File: src/rtl/enc_dec_engine_pipe.sv
// Two-stage mask-add cipher engine: frames plaintext as {key, data+mask, tag}
// on encrypt and recovers plaintext plus a malformed-frame flag on decrypt.
module enc_dec_engine_pipe #(
    parameter int DATA_W = 60,
    parameter int KEY_W  = 11,
    parameter int TAG_W  = 6,
    parameter logic [KEY_W-1:0] LFSR_SEED = 11'h5A5,
    parameter logic [KEY_W-1:0] LFSR_TAPS = 11'h500,
    localparam int FRAME_W = KEY_W + DATA_W + 1 + TAG_W
) (
    input  logic               clk,
    input  logic               rst_n,
    input  logic               mode,
    input  logic               in_valid,
    output logic               in_ready,
    input  logic [FRAME_W-1:0] in_data,
    input  logic               seed_load,
    input  logic [KEY_W-1:0]   seed_val,
    output logic               out_valid,
    input  logic               out_ready,
    output logic [FRAME_W-1:0] out_data,
    output logic               out_err
);

    localparam int ZERO_W = FRAME_W - TAG_W - DATA_W;

    function automatic logic [DATA_W-1:0] mask_of(input logic [KEY_W-1:0] k);
        logic [DATA_W-1:0] m;
        int s;
        m = '0;
        for (int i = 0; i < DATA_W; i++) begin
            s    = i / KEY_W;
            m[i] = k[i % KEY_W] ^ ((s % 5 == 2) || (s % 5 == 3));
        end
        return m;
    endfunction

    logic [KEY_W-1:0]   key;
    logic [TAG_W-1:0]   tag;
    logic               s1_valid;
    logic               s1_mode;
    logic [FRAME_W-1:0] s1_data;
    logic [KEY_W-1:0]   s1_key;
    logic [TAG_W-1:0]   s1_tag;

    logic s2_adv;
    logic s1_adv;
    logic accept;

    assign s2_adv   = !out_valid || out_ready;
    assign s1_adv   = !s1_valid || s2_adv;
    assign in_ready = rst_n && s1_adv;
    assign accept   = in_valid && in_ready;

    logic [DATA_W:0]   enc_x;
    logic [KEY_W-1:0]  dec_k;
    logic [DATA_W:0]   dec_x;
    logic [DATA_W+1:0] dec_p;
    logic [FRAME_W-1:0] s2_data;
    logic               s2_err;

    assign enc_x = {1'b0, s1_data[DATA_W-1:0]} + {1'b0, mask_of(s1_key)};
    assign dec_k = s1_data[FRAME_W-1 -: KEY_W];
    assign dec_x = s1_data[TAG_W +: DATA_W+1];
    assign dec_p = {1'b0, dec_x} - {2'b00, mask_of(dec_k)};

    // Sign bit catches p<0, the next bit catches p>=2^DATA_W
    always_comb begin
        s2_data = {s1_key, enc_x, s1_tag};
        s2_err  = 1'b0;
        if (s1_mode) begin
            s2_data = {{ZERO_W{1'b0}}, s1_data[TAG_W-1:0], dec_p[DATA_W-1:0]};
            s2_err  = dec_p[DATA_W+1] | dec_p[DATA_W];
        end
    end

    always_ff @(posedge clk or negedge rst_n) begin
        if (!rst_n) begin
            key       <= LFSR_SEED;
            tag       <= '0;
            s1_valid  <= 1'b0;
            s1_mode   <= 1'b0;
            s1_data   <= '0;
            s1_key    <= '0;
            s1_tag    <= '0;
            out_valid <= 1'b0;
            out_data  <= '0;
            out_err   <= 1'b0;
        end else begin
            if (seed_load) begin
                key <= (seed_val == '0) ? KEY_W'(1) : seed_val;
            end else if (accept && !mode) begin
                key <= {key[KEY_W-2:0], ^(key & LFSR_TAPS)};
            end
            if (accept && !mode) begin
                tag <= tag + TAG_W'(1);
            end
            if (s1_adv) begin
                s1_valid <= accept;
                if (accept) begin
                    s1_mode <= mode;
                    s1_data <= in_data;
                    s1_key  <= key;
                    s1_tag  <= tag;
                end
            end
            if (s2_adv) begin
                out_valid <= s1_valid;
                if (s1_valid) begin
                    out_data <= s2_data;
                    out_err  <= s2_err;
                end
            end
        end
    end

endmodule

File: config.mk
export PLATFORM = sky130hd
export DESIGN_NAME = enc_dec_engine_pipe
export DESIGN_NICKNAME = d
export VERILOG_FILES = /design/src/rtl/enc_dec_engine_pipe.sv
export SDC_FILE = /design/constraint.sdc
export NUM_CORES = 1
export LEC_CHECK = 0
export CORE_MARGIN = 5
export CORE_UTILIZATION = 50
export CTS_CLUSTER_SIZE = 10
export DETAILED_ROUTE_END_ITERATION = 10
export GPL_TIMING_DRIVEN = 0
export PLACE_DENSITY = 0.73
export SETUP_SLACK_MARGIN = 0.2
export SLEW_MARGIN = 20
export SYNTH_ARGS = -nofsm -noshare
export SYNTH_HDL_FRONTEND = slang
export SYNTH_SLANG_ARGS = --single-unit
File: constraint.sdc
create_clock -name clk -period 4.4 [get_ports clk]
set_input_delay 0.66 -clock clk [delete_from_list [all_inputs] [get_ports clk]]
set_output_delay 0.66 -clock clk [all_outputs]
set_load 0.02 [all_outputs]
Run 1, signal wires on met4:
Drawn at 2 px/um. Supply wires on this layer in grey.
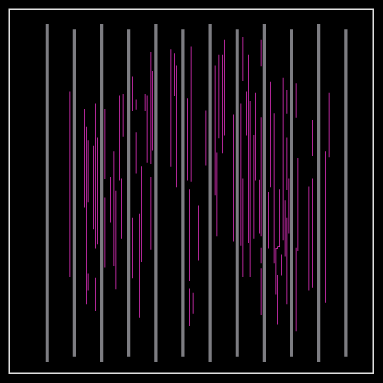
wire length on this layer: 3,140 um
main direction: vertical

Run 1, placement density heat map:
Drawn at 2 px/um. 18 x 18 tiles, from dark blue (low) to red (high), 0 to 100% covered.
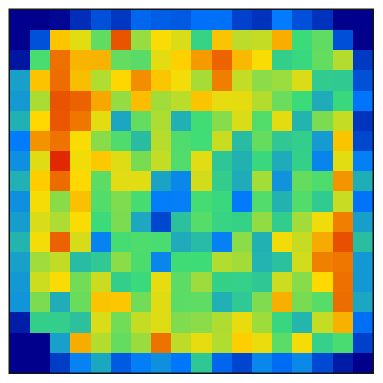
mean over tiles: 52%
fullest tile: 96%
nearly empty tiles: 3.7%
tiles over 75% full: 16%
Initial Util: 50.8%
CORE AREA: 28,900 um^2
final standard cell utilization of the core: 61.0%

Run 1, clock distribution:
Drawn at 2 px/um.
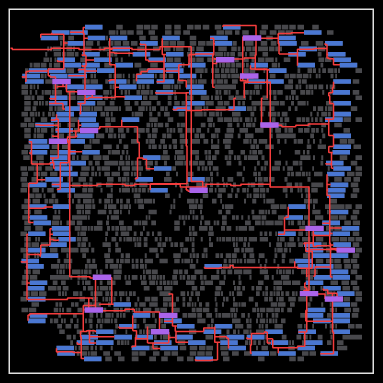
legend:
  red:
    item: clock wires
    length: 2,660 um
  purple:
    item: clock-net drivers
    count: 17
  blue:
    item: flip-flops
    count: 194
flops lie: all over the die
routed clock nets: 18
latest clock arrival within the worst-skew pair: 0.48 ns
final setup skew: 0.0149 ns
power in the clock group: 1.64 mW
share of total power in the clock network: 15.1%

==> changes_impl.md, run 1 <==
## Implementation

- Power density over cell area: a little over 600 nW/um^2
- Count of instances resized after the clock tree is built: 4
- Fin. max-slew vios: 0
- Number of enable flip-flop cells: 0
- Yosys cell count: about 1,600
- Number of vias per cell: ~6.3
- Required time of the critical path: ~4.8 ns
- Highest metal layer with signal wires: met4
- Number of maximum-capacitance violations: 0
- Area of the mapped netlist: ~15,000 um^2
- Maximum buffer depth of the clock tree: 2
- Average size of a mapped cell: 9.00 um^2
- Die ar.: roughly 33,000 um^2
- Total met2 wirelength after detailed routing: around 24 mm
- Multi-input combinational cell area: roughly 9300 um^2
- Met3 WL post-DR: between 5 and 6 mm
- CTS root buf: sky130_fd_sc_hd__clkbuf_16
- Max H-tree Level: 4
- Via count of the first global-routing pass: 13,700
- Rows: ~62
- Worst slew margin relative to its limit: approximately 23%
- Area post-placement: between 15,000 and 20,000 um^2
- Top-level I/O count: 176
- Sinks on Clock Net: around 190
- Maximum VDD drop: 0.000328 V
- Total count of hold-check failures in the final report: 0
- GR met2 Demand/Resource: ~50%
- Num CTS Buffers: 17
- Reg2reg start: s1_data[68]
- Count of buffers from port buffering: approximately 180
- Final routed wire length divided by cell count: between 20 and 25 um
- Horizontal die dimension: 181 um
- Setup violation total in the final timing report: 0
- Global-route track usage on met3: 7.64%
- Top non-seq family: AND-OR/OR-AND gates
- Post-cts hold buffer count: 0
- Stage-log warning count: 27
- Final-stage net count: about 2,000
- Pin count of the biggest net entering global routing: between 70 and 80
- Sequential area share after synthesis: ~33%
- Sequential cell area: between 4000 and 5000 um^2
- Start-to-end type of the worst setup path: flip-flop to flip-flop
- Global-route wire length before repair: 82.0 mm
- Capturing point of the worst reg2reg path: out_data[53]
- Cell class contributing the biggest share of worst-path delay: AND-OR/OR-AND gates
- Die y size: ~180 um
- Iteration-0 DRC count of the detailed router: between 1,000 and 1,500
- Yosys stat area: roughly 15,000 um^2
- Synth warn: 0
- Worst hold-check path type: input port to asynchronous set/reset pin
- Yosys aoi share: 23.2%
- Cell with the largest stage delay on the worst path: sky130_fd_sc_hd__dfrtp_1
- Count of distinct cell types in the synthesized netlist: approximately 91
- Maximum clock frequency: roughly 0.24 GHz
- Worst hold slack after final layout: ~0.12 ns
- Share of the synthesized area in the top cell type: 32.1%
- Final Critical Period: 4.17 ns
- Number of cells on the worst reg-to-reg path: 13
- Setup tns final: 0 ns
- Flops & latches, synth: slightly below 200
- Synth Area in Adders: between 10% and 20%
- Fraction of final layout cells sized beyond drive strength 1: between 10% and 20%
- Yosys simple share: between 10% and 20%
- Fin crit share: 94.8%
- Net Count, Synth: between 1,500 and 2,000
- Global-route usage over all layers: 32.7%
- DP Worst Slack: 0.0487 ns
- Outcome: completed
- Number of antenna violations at the first check in global routing: 0
- Global-route met1 utilization: between 40% and 50%
- Multiplexer area fraction after synthesis: under 10%
- First-pass iteration count of the detailed router: 6
- Antenna diode count: 0
- CP Cell Sequence: inv_1, ha_1, nor2b_1, o31ai_1, a21oi_2, a221oi_1, nand4_1, a31oi_1, o41a_1, o31a_1, xor2_1, nor2_1, a221o_1
- Number of filler cells placed in the layout: between 2,000 and 3,000
- Endpoint class of the critical path: flip-flop
- Synth Flop Type: sky130_fd_sc_hd__dfrtp_1
- Worst-path maximum fanout: 5
- Gp weighted congestion: between 1 and 1.5
- Area added between synthesis and finish: 20.0%
- TritonCTS clock tree: yes
- Measured slew at the worst slew-check pin: 1.16 ns
- Crit start category: flip-flop
- Estimated wirelength of the detail-placed design: between 40 and 50 mm
- Most used standard cells in the synthesized netlist: 188 x sky130_fd_sc_hd__dfrtp_1, 182 x sky130_fd_sc_hd__nand2_1, 152 x sky130_fd_sc_hd__a21oi_1
## run 1: layout by cell type, fill, tap and decap left out, types with 9 or more instances in the layout
cell type	instances
sky130_fd_sc_hd__nor2_1	112
sky130_fd_sc_hd__nor3_1	21
sky130_fd_sc_hd__clkbuf_16	17
sky130_fd_sc_hd__a21o_1	63
sky130_fd_sc_hd__o21a_1	11
sky130_fd_sc_hd__ha_1	121
sky130_fd_sc_hd__o21ai_0	113
sky130_fd_sc_hd__nand4_1	27
sky130_fd_sc_hd__and3_1	15
sky130_fd_sc_hd__o31ai_1	19
sky130_fd_sc_hd__a21oi_1	152
sky130_fd_sc_hd__xnor2_1	72
sky130_fd_sc_hd__nor2b_1	11
sky130_fd_sc_hd__dfrtp_1	186
sky130_fd_sc_hd__mux2_2	96
sky130_fd_sc_hd__o21ai_1	9
sky130_fd_sc_hd__inv_1	43
sky130_fd_sc_hd__mux2i_1	21
sky130_fd_sc_hd__a211oi_1	12
sky130_fd_sc_hd__clkbuf_1	54
sky130_fd_sc_hd__xor2_1	42
sky130_fd_sc_hd__o21bai_1	24
sky130_fd_sc_hd__clkdlybuf4s50_1	174
sky130_fd_sc_hd__a31oi_1	22
sky130_fd_sc_hd__nand2b_1	11
sky130_fd_sc_hd__nand3_1	24
sky130_fd_sc_hd__nand2_1	182
## run 1: sequential cells by signal, indices dropped and copies added, names as in the netlist
signal,count
s1_tag,6
out_valid,1
tag,6
out_err,1
s1_data,78
key,11
s1_mode,1
s1_key,11
s1_valid,1
out_data,78
## run 1: layout make-up
class | instances | share of cell area (%)
Buffer | 79 | 2.11
Clock buffer | 17 | 2.42
Clock inverter | 15 | 1.06
Inverter | 43 | 0.917
Multi-Input combinational cell | 1313 | 52.8
Sequential cell | 194 | 27.7
Tap cell | 384 | 2.73
Timing Repair Buffer | 177 | 10.3
## run 1: stage by stage
stage	util, %	std cells
6_report	61.0	2222
5_1_grt	61.0	2222
4_1_cts	60.9	2222
3_5_place_dp	58.8	2190
3_3_place_gp	58.6	2188
2_1_floorplan	-	1629
## run 1: worst max path at each step
stage | startpoint | end | cells after the start
6_report | s1_data[68] | out_data[53] | 13
5_1_grt | s1_data[68] | out_data[51] | 13
4_1_cts | s1_data[69] | out_data[58] | 12
3_5_place_dp | s1_key[0] | out_data[57] | 13
3_3_place_gp | rst_n | s1_data[29] | 6
2_1_floorplan | s1_key[0] | out_data[60] | 13
## run 1: kinds of logic (layout without fill, tap and decap cells)
| logic type | after synthesis | after routing |
|---|---|---|
| multiplexers | 117 | 117 |
| buffers and inverters | 122 | 331 |
| AND-OR/OR-AND | 516 | 516 |
| flip-flops | 194 | 194 |
| XOR/XNOR | 114 | 114 |
| adder cells (fa/ha/maj) | 123 | 123 |
| AND/OR/NAND/NOR | 443 | 443 |
## run 1: where the power goes
| group | internal [mW] | switching (mW) | leakage (nW) | total, mW |
|---|---|---|---|---|
| Sequential | 2.29 | 0.576 | 2.34 | 2.87 |
| Combinational | 2.61 | 3.71 | 5.03 | 6.32 |
| Clock | 0.818 | 0.822 | 0.300 | 1.64 |
| Total | 5.72 | 5.11 | 7.67 | 10.8 |
Run 1, routing congestion:
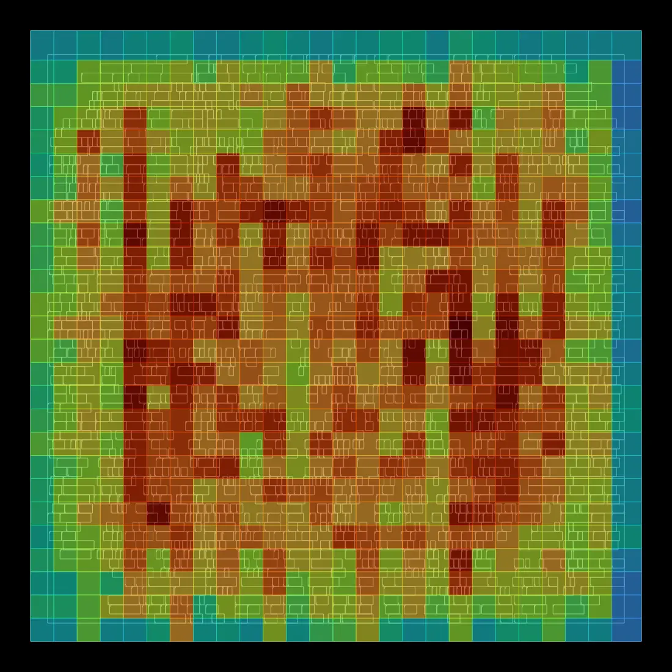

==> run 2: changes to the inputs <==
==> constraint.sdc (replaced) <==
create_clock -name clk -period 4.8 [get_ports clk]
set_input_delay 0.72 -clock clk [delete_from_list [all_inputs] [get_ports clk]]
set_output_delay 0.72 -clock clk [all_outputs]
set_load 0.02 [all_outputs]
Run 2, routing congestion:
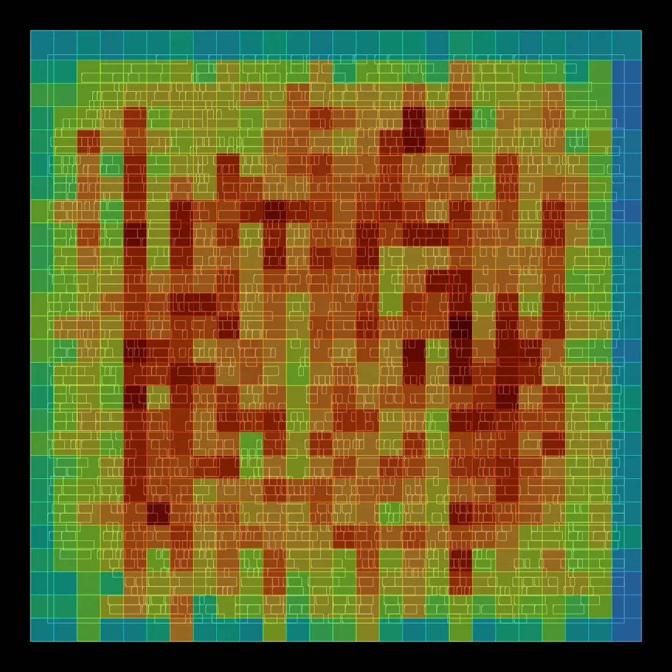
layer carrying the most global-route usage: met2
final routed wire length divided by cell count: 24.7 um
global-route usage over all layers: 32.7%
global-route track usage on met3: 7.64%

==> changes_impl.md, run 2 <==
## Implementation

- Outcome: completed
- Required time of the critical path: 5.12 ns (+0.36 ns)
- Synth warn: 0 (unchanged)
- Sinks on Clock Net: 194 (unchanged)
- Number of enable flip-flop cells: 0 (unchanged)
- Sequential area share after synthesis: 33.2% (unchanged)
- Area post-placement: 17,000 um^2 (unchanged)
- Leading registers by flop count: out_data x78, s1_data x78
- Count of distinct cell types in the synthesized netlist: 91 (unchanged)
- Gp weighted congestion: 1.01 (unchanged)
- Stage-log warning count: 26 (-3.7%)
- Estimated wirelength of the detail-placed design: 43.2 mm (unchanged)
- Initial Util: 50.8% (unchanged)
- Top-level I/O count: 176 (unchanged)
- Cells after DPL: 2,190 (unchanged)
- Max H-tree Level: 4 (unchanged)
- Yosys stat area: 14,700 um^2 (unchanged)
- Yosys simple share: 13.8% (unchanged)
- Start-to-end type of the worst setup path: flip-flop to flip-flop
- Final standard cell utilization of the core: 60.9% (-0.074 points)
- Number of vias per cell: 6.25 (-0.34%)
- Met3 WL post-DR: 4.84 mm (-4.4%)
- Area of the mapped netlist: 14,700 um^2 (unchanged)
- Antenna diode count: 0 (unchanged)
- Num CTS Buffers: 17 (unchanged)
- Worst hold-check path type: input port to asynchronous set/reset pin
- Die ar.: 32,900 um^2 (unchanged)
- Worst slew margin relative to its limit: 20.1% (-2.4 points)
- Fin crit share: 95.6% (+0.84 points)
- Maximum VDD drop: 0.000301 V (-8.0%)
- Setup violation total in the final timing report: 0 (unchanged)
- Crit start category: flip-flop
- Net Count, Synth: 1,847 (unchanged)
- Fin. max-slew vios: 0 (unchanged)
- Number of maximum-capacitance violations: 0 (unchanged)
- Most frequent logic cells in the routed design: 187 x sky130_fd_sc_hd__dfrtp_1, 182 x sky130_fd_sc_hd__nand2_1, 174 x sky130_fd_sc_hd__clkdlybuf4s50_1
- Worst-path maximum fanout: 8 (+3)
- Endpoint class of the critical path: flip-flop
- CORE AREA: 28,900 um^2 (unchanged)
- Horizontal die dimension: 181 um (unchanged)
- Total met2 wirelength after detailed routing: 24.6 mm (+0.76%)
- Measured slew at the worst slew-check pin: 1.20 ns (+0.0355 ns)
- Most used standard cells in the synthesized netlist: 188 x sky130_fd_sc_hd__dfrtp_1, 182 x sky130_fd_sc_hd__nand2_1, 152 x sky130_fd_sc_hd__a21oi_1
- Power density over cell area: 564 nW/um^2 (-8.4%)
- Yosys aoi share: 23.2% (unchanged)
- Final Critical Period: 4.59 ns (+0.419 ns)
- Iteration-0 DRC count of the detailed router: 1,390 (-6.5%)
- Final-stage net count: 2,043 (unchanged)
- Final setup skew: 0.0155 ns (+0.000615 ns)
- Capturing point of the worst reg2reg path: out_data[62]
- Via count of the first global-routing pass: 13,700 (unchanged)
- Total count of hold-check failures in the final report: 0 (unchanged)
- Flops & latches, synth: 194 (unchanged)
- Synth Area in Adders: 10.6% (unchanged)
- Die y size: 181 um (unchanged)
- Average size of a mapped cell: 9.00 um^2 (unchanged)
- Number of antenna violations at the first check in global routing: 0 (unchanged)
- Area added between synthesis and finish: 19.8%
- Number of filler cells placed in the layout: 2,636 (-0.11%)
- Yosys cell count: 1,629 (unchanged)
- Maximum buffer depth of the clock tree: 2 (unchanged)
- TritonCTS clock tree: yes
## run 2: cell count changes in the layout (fill, tap and decap cells not counted)
cell / previous run / this run
sky130_fd_sc_hd__o31ai_2: 3 / 2
sky130_fd_sc_hd__dfrtp_1: 186 / 187
sky130_fd_sc_hd__o21ai_1: 9 / 8
sky130_fd_sc_hd__o41ai_2: 0 / 1
sky130_fd_sc_hd__dfrtp_2: 2 / 1
sky130_fd_sc_hd__o21ai_0: 113 / 115
sky130_fd_sc_hd__o21ai_2: 7 / 6
sky130_fd_sc_hd__o41ai_4: 2 / 1
sky130_fd_sc_hd__o31ai_1: 19 / 20
## run 2: final cells by class
class	instances	area (um^2)	share of cell area, %
clock inverter	15	186	1.06
multi-input combinational	1313	9270	52.8
inverter	43	161	0.919
clock buffer	17	425	2.42
sequential	194	4860	27.7
timing repair buffer	177	1810	10.3
tap	384	480	2.73
buffer	79	370	2.11
## run 2: power by group
part | leakage [nW] | internal, mW | switching (mW)
Combinational | 5.02 | 2.38 | 3.39
Clock | 0.300 | 0.750 | 0.756
Sequential | 2.34 | 2.10 | 0.527
Total | 7.66 | 5.24 | 4.67
## run 2: through the flow
| step | hold WS [ns] | TNS, ns | setup slack, ns | power, mW |
|---|---|---|---|---|
| floorplan | 0.424 | 0 | 1.53 | 6.22 |
| CTS | 0.181 | 0 | 0.395 | 9.82 |
| global route | 0.213 | 0 | 0.297 | 10.5 |
| global placement | 0.461 | -1564.86 | -5.65 | 8.23 |
| detailed placement | 0.468 | 0 | 0.449 | 8.29 |
| finish | 0.180 | 0 | 0.210 | 9.91 |
## run 2: cell families after synthesis
logic type	after synthesis
buffers and inverters	122
xor gates and xnor gates	114
AOI/OAI and AO/OA	516
adders and majority gates	123
and+or+nand+nor	443
DFF	194
muxes	117
## run 2: worst max-delay path: stages, from the launching register on
cell	delay, ns
sky130_fd_sc_hd__dfrtp_1	0.83
sky130_fd_sc_hd__inv_1	0.32
sky130_fd_sc_hd__ha_1	0.37
sky130_fd_sc_hd__buf_6	0.14
sky130_fd_sc_hd__a21o_1	0.20
sky130_fd_sc_hd__a221o_1	0.38
sky130_fd_sc_hd__a21oi_2	0.18
sky130_fd_sc_hd__a31oi_1	0.16
sky130_fd_sc_hd__o21ai_0	0.59
sky130_fd_sc_hd__a21oi_1	0.20
sky130_fd_sc_hd__o21ai_0	0.54
sky130_fd_sc_hd__o21ai_0	0.19
sky130_fd_sc_hd__xnor2_1	0.22
sky130_fd_sc_hd__a21oi_1	0.09
## run 2: worst max path at each step
stage / from / to / slack (ns) / cells after the start
CTS: s1_key[0] / out_data[57] / 0.40 / 13
global route: s1_key[1] / out_data[58] / 0.30 / 13
floorplan: s1_key[0] / out_data[60] / 1.53 / 13
global placement: rst_n / s1_data[29] / -5.65 / 6
finish: s1_key[1] / out_data[62] / 0.21 / 13
detailed placement: s1_key[0] / out_data[57] / 0.45 / 13
## run 2: layer usage
metal | global-route usage (%) | vias up
met3 | 7.64 | 166
met5 | 0 | -
li1 | - | 6346
met1 | 42.5 | 6705
met4 | 16.8 | 0
met2 | 51.1 | 669
Power is estimated from default activity; no workload was simulated.
